[src/rtl/wb_port_arbiter_pkg.sv]
// Shared definitions for the register-file write-port arbiter.
// Default widths, the x0 register index and the arbiter FSM state encoding.
package wb_port_arbiter_pkg;

   localparam int unsigned DefDataW = 32;
   localparam int unsigned DefAddrW = 5;
   localparam int unsigned RegX0    = 0;

   typedef enum logic [1:0] {
      StIdle  = 2'd0,
      StHold  = 2'd1,
      StForce = 2'd2
   } arb_state_e;

endpackage

[src/rtl/wb_skid_buf.sv]
// One-entry parking register for a long-latency result that lost the write port.
// Drain and drop both empty the entry; capture only happens while it is empty.
module wb_skid_buf
   import wb_port_arbiter_pkg::*;
#(
   parameter int unsigned DATA_W = DefDataW,
   parameter int unsigned ADDR_W = DefAddrW
) (
   input  logic              clk,
   input  logic              reset,
   input  logic              capture,
   input  logic              drain,
   input  logic              drop,
   input  logic [ADDR_W-1:0] cap_rd,
   input  logic [DATA_W-1:0] cap_data,
   output logic              valid,
   output logic [ADDR_W-1:0] rd,
   output logic [DATA_W-1:0] data
);

   logic              valid_q;
   logic [ADDR_W-1:0] rd_q;
   logic [DATA_W-1:0] data_q;

   always_ff @(posedge clk or posedge reset) begin
      if (reset) begin
         valid_q <= 1'b0;
         rd_q    <= '0;
         data_q  <= '0;
      end else if (drain || drop) begin
         valid_q <= 1'b0;
      end else if (capture) begin
         valid_q <= 1'b1;
         rd_q    <= cap_rd;
         data_q  <= cap_data;
      end
   end

   assign valid = valid_q;
   assign rd    = rd_q;
   assign data  = data_q;

endmodule

[src/rtl/wb_port_arbiter.sv]
// Shares the register-file write port between pipeline writeback and a long-latency unit.
// Pipeline always wins; a blocked lu result is parked and a stall is forced if it starves.
module wb_port_arbiter
   import wb_port_arbiter_pkg::*;
#(
   parameter int unsigned DATA_W   = DefDataW,
   parameter int unsigned ADDR_W   = DefAddrW,
   parameter int unsigned MAX_WAIT = 4
) (
   input  logic              clk,
   input  logic              reset,
   input  logic              reg_write_w,
   input  logic [ADDR_W-1:0] rd_w,
   input  logic [DATA_W-1:0] result_w,
   input  logic              lu_valid,
   input  logic [ADDR_W-1:0] lu_rd,
   input  logic [DATA_W-1:0] lu_data,
   output logic              lu_ready,
   output logic              rf_we,
   output logic [ADDR_W-1:0] rf_wa,
   output logic [DATA_W-1:0] rf_wd,
   output logic              stall_o,
   output logic              buf_valid_o,
   output logic [ADDR_W-1:0] buf_rd_o,
   output logic              waw_drop
);

   localparam int unsigned CntW = (MAX_WAIT > 1) ? $clog2(MAX_WAIT) : 1;

   arb_state_e        state_q, state_d;
   logic [CntW-1:0]   wait_q, wait_d;
   logic              waw_drop_q;
   logic              buf_valid;
   logic [ADDR_W-1:0] buf_rd;
   logic [DATA_W-1:0] buf_data;
   logic              slot_busy, lu_live, waw_buf, waw_lu;
   logic              capture, drain, drop, we_int;

   assign slot_busy = reg_write_w && (rd_w != ADDR_W'(RegX0));
   assign lu_ready  = !buf_valid;
   assign lu_live   = lu_valid && lu_ready && (lu_rd != ADDR_W'(RegX0));
   // A younger pipeline write to the same register makes the lu result dead.
   assign waw_buf   = slot_busy && buf_valid && (rd_w == buf_rd);
   assign waw_lu    = slot_busy && lu_live && (rd_w == lu_rd);
   assign capture   = slot_busy && lu_live && !waw_lu;
   assign drain     = !slot_busy && buf_valid;
   assign drop      = waw_buf;

   wb_skid_buf #(
      .DATA_W (DATA_W),
      .ADDR_W (ADDR_W)
   ) u_skid (
      .clk      (clk),
      .reset    (reset),
      .capture  (capture),
      .drain    (drain),
      .drop     (drop),
      .cap_rd   (lu_rd),
      .cap_data (lu_data),
      .valid    (buf_valid),
      .rd       (buf_rd),
      .data     (buf_data)
   );

   always_ff @(posedge clk or posedge reset) begin
      if (reset) begin
         state_q    <= StIdle;
         wait_q     <= '0;
         waw_drop_q <= 1'b0;
      end else begin
         state_q    <= state_d;
         wait_q     <= wait_d;
         waw_drop_q <= waw_buf || waw_lu;
      end
   end

   always_comb begin
      state_d = state_q;
      wait_d  = wait_q;
      unique case (state_q)
         StIdle: begin
            if (capture) begin
               state_d = StHold;
               wait_d  = '0;
            end
         end
         StHold: begin
            // With the buffer full, a free slot always drains, so else means blocked.
            if (drain || drop) begin
               state_d = StIdle;
               wait_d  = '0;
            end else if (wait_q == CntW'(MAX_WAIT - 1)) begin
               state_d = StForce;
            end else begin
               wait_d = wait_q + CntW'(1);
            end
         end
         StForce: begin
            if (drain || drop) begin
               state_d = StIdle;
               wait_d  = '0;
            end
         end
         default: begin
            state_d = StIdle;
            wait_d  = '0;
         end
      endcase
   end

   always_comb begin
      stall_o = (state_q == StForce);
      we_int  = 1'b0;
      rf_wa   = '0;
      rf_wd   = '0;
      if (slot_busy) begin
         we_int = 1'b1;
         rf_wa  = rd_w;
         rf_wd  = result_w;
      end else if (buf_valid) begin
         we_int = 1'b1;
         rf_wa  = buf_rd;
         rf_wd  = buf_data;
      end else if (lu_live) begin
         we_int = 1'b1;
         rf_wa  = lu_rd;
         rf_wd  = lu_data;
      end
      rf_we = we_int && !reset;
   end

   assign buf_valid_o = buf_valid;
   assign buf_rd_o    = buf_rd;
   assign waw_drop    = waw_drop_q;

endmodule

[config.mk]
export PLATFORM = sky130hd
export DESIGN_NAME = wb_port_arbiter
export DESIGN_NICKNAME = d
export VERILOG_FILES = /design/src/rtl/wb_port_arbiter_pkg.sv /design/src/rtl/wb_skid_buf.sv /design/src/rtl/wb_port_arbiter.sv
export SDC_FILE = /design/constraint.sdc
export NUM_CORES = 1
export LEC_CHECK = 0
export ABC_AREA = 1
export CAP_MARGIN = 5
export CELL_PAD_IN_SITES_DETAIL_PLACEMENT = 0
export CELL_PAD_IN_SITES_GLOBAL_PLACEMENT = 1
export CORE_AREA = 2 2 101 103
export DETAILED_ROUTE_END_ITERATION = 6
export DIE_AREA = 0 0 103 105
export GPL_TIMING_DRIVEN = 0
export PLACE_DENSITY = 0.84
export SKIP_LAST_GASP = 1
export SYNTH_ARGS = -nofsm -noshare
export SYNTH_HDL_FRONTEND = slang
export SYNTH_SLANG_ARGS = --single-unit
[constraint.sdc]
create_clock -name clk -period 2.5 [get_ports clk]
set_input_delay 0.5 -clock clk [delete_from_list [all_inputs] [get_ports clk]]
set_output_delay 0.5 -clock clk [all_outputs]
set_load 0.02 [all_outputs]
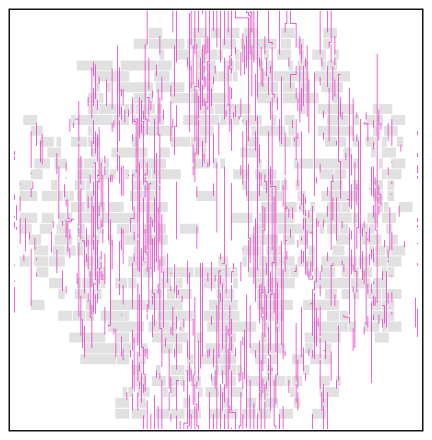
Figure 1: M2 wires.
(4 px per um) Cells faint in the background.
nets with wire on the layer: 465
share of all routed wire: 49%

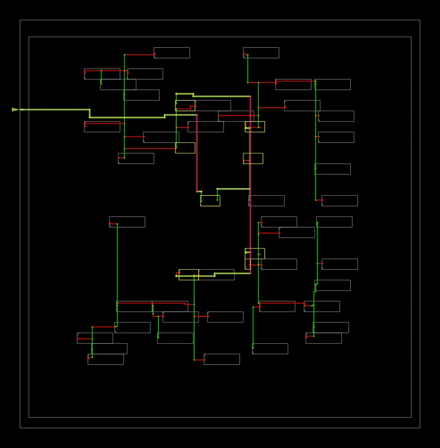
Figure 2: clock wiring as the flow saved it.
seq_cells: 43
Latency at later pin: 300 ps
clock buffer count: 8

==> results.toml <==
# implementation run metrics
[floorplan]
die_y_um = 105
rows = 36

[synthesis]
synth.cellmix.compoundShare_pct = 21.2
synth_area_per_cell_um2 = 8.02
ys_chip_area_um2 = 2880
logic_family = "simple AND/OR/NAND/NOR gates"
netlist_top_cells_count = "nand2_1 (64), inv_1 (50), dfrtp_1 (43)"
edf_count = 0

[cts]
cts_buffers = 5

[final_timing]
post-route-min-period_ps = 2480
timing.fmax_ghz = 0.403

[grt]
grt_usage_pct = 18.0

[flow_run]
warnings = 28

[status]
status = "finished, final reports clean"

[critical_path]
critPathMaxFanout = 9
startpoint_type = "input pin"
cp_slowest_cell = "clkdlybuf4s50_1"
timing.critical_path.from = "lu_valid"

[detailed_routing]
vias_per_cell = 4.58
drt_iter0_drc = 56

[cells_and_area]
drive_gt1_share_pct = 30.8
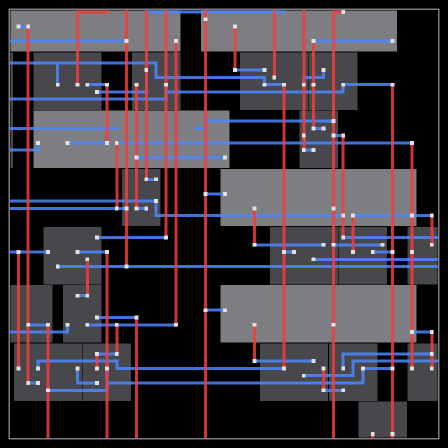
Figure 3: a small window of the routed layout.
Window x 67 to 87, y 69 to 89 um. Cells in grey, sequential cells in the stronger grey; small squares are vias.
legend:
  red:
    layer: M2
  blue:
    layer: M1
netlist names of flops here include: `u_skid.data` (5)
cells with their middle in the window: 22
most frequent: nand2_2 (6)
sequential cells in the window: 5

-- report_power, final --
| part | leakage, nW | switching [mW] | internal, mW | total, mW |
|---|---|---|---|---|
| Combinational | 1.52 | 1.13 | 0.907 | 2.04 |
| Sequential | 0.534 | 0.235 | 1.02 | 1.26 |
| Clock | 0.0515 | 0.237 | 0.252 | 0.490 |
-- worst min-delay path: cells and delay by family (launching register included) --
| kind | cells | cell delay [ps] |
|---|---|---|
| flops | 1 | 360 |
| simple gates | 2 | 90 |
-- area by class of cell --
| type | count | area [um2] | share of cell area, % |
|---|---|---|---|
| multi-input cells | 240 | 1450 | 32.5 |
| flip-flops and latches | 43 | 1080 | 24.1 |
| repair buffers | 133 | 1200 | 26.9 |
| clock buffers | 8 | 100 | 2.24 |
| plain buffers | 22 | 260 | 5.83 |
| inverters | 54 | 208 | 4.65 |
| well taps | 133 | 166 | 3.73 |
-- stage by stage --
stage | area [um2] | power, mW
CTS | 4420 | 3.81
global route | 4460 | 4.08
global placement | 4290 | 3.32
detailed placement | 4310 | 3.36
floorplan | 2880 | 2.52
finish | 4460 | 3.79
-- cell families (layout without fill, tap and decap cells) --
group           Yosys count  in the layout
simple gates            155            155
compound gates           79             79
buf+inv                  76            217
flops                    43             43
xor+xnor                  5              5
fa+ha+maj                 1              1
-- sequential cells by signal, indices dropped and copies added (netlist names) --
signal	count
waw_drop	1
state_q	2
u_skid.data	32
wait_q	2
u_skid.valid	1
u_skid.rd	5
-- routing by layer --
layer  vias to the layer above  GRT usage (%)
met3                        11           3.75
met1                      1343           23.3
met2                        79           30.8
li1                       1467              -
met4                         0           3.76
met5                         -              0
-- layout by cell type, fill, tap and decap left out, types with 3 or more instances in the layout --
cell / netlist / layout
inv_1: 50 / 47
nor2_1: 11 / 9
nand3_1: 37 / 37
buf_12: 4 / 6
nand4_1: 4 / 4
clkdlybuf4s50_1: 0 / 76
nand2_1: 64 / 62
buf_1: 3 / 3
o21ai_2: 30 / 30
clkbuf_8: 0 / 8
buf_6: 2 / 6
nor2_2: 2 / 3
o221ai_1: 4 / 4
nand3_2: 3 / 3
dfrtp_1: 43 / 43
clkdlybuf4s15_2: 0 / 4
inv_2: 4 / 5
dlygate4sd2_1: 0 / 8
buf_8: 0 / 4
buf_2: 7 / 27
xnor2_1: 3 / 3
nand2_2: 34 / 34
buf_4: 4 / 17
o211ai_1: 33 / 33
o21ai_0: 6 / 6
-- path summary, 6_finish.rpt --
kind                                   endpoint  slack (ps)  cells after the start
worst max-delay path                   rf_wa[2]          20                      9
worst min-delay path                  wait_q[1]         480                      2
worst max register to register  u_skid.data[23]         830                     10
worst min register to register        wait_q[1]         480                      2
max in group asynchronous       u_skid.data[31]        1460                      3
min in group asynchronous          u_skid.valid         540                      2
-- timing repair --
| item | 4_1_cts | 5_1_grt |
|---|---|---|
| pin swaps | 6 | 5 |
| gates resized | 198 | 9 |
| hold buffers | 0 | 0 |
| setup buffers | 5 | 2 |
| gates cloned | 0 | 1 |
| setup endpoints to repair | 38 | 35 |
Power is estimated from default activity; no workload was simulated.
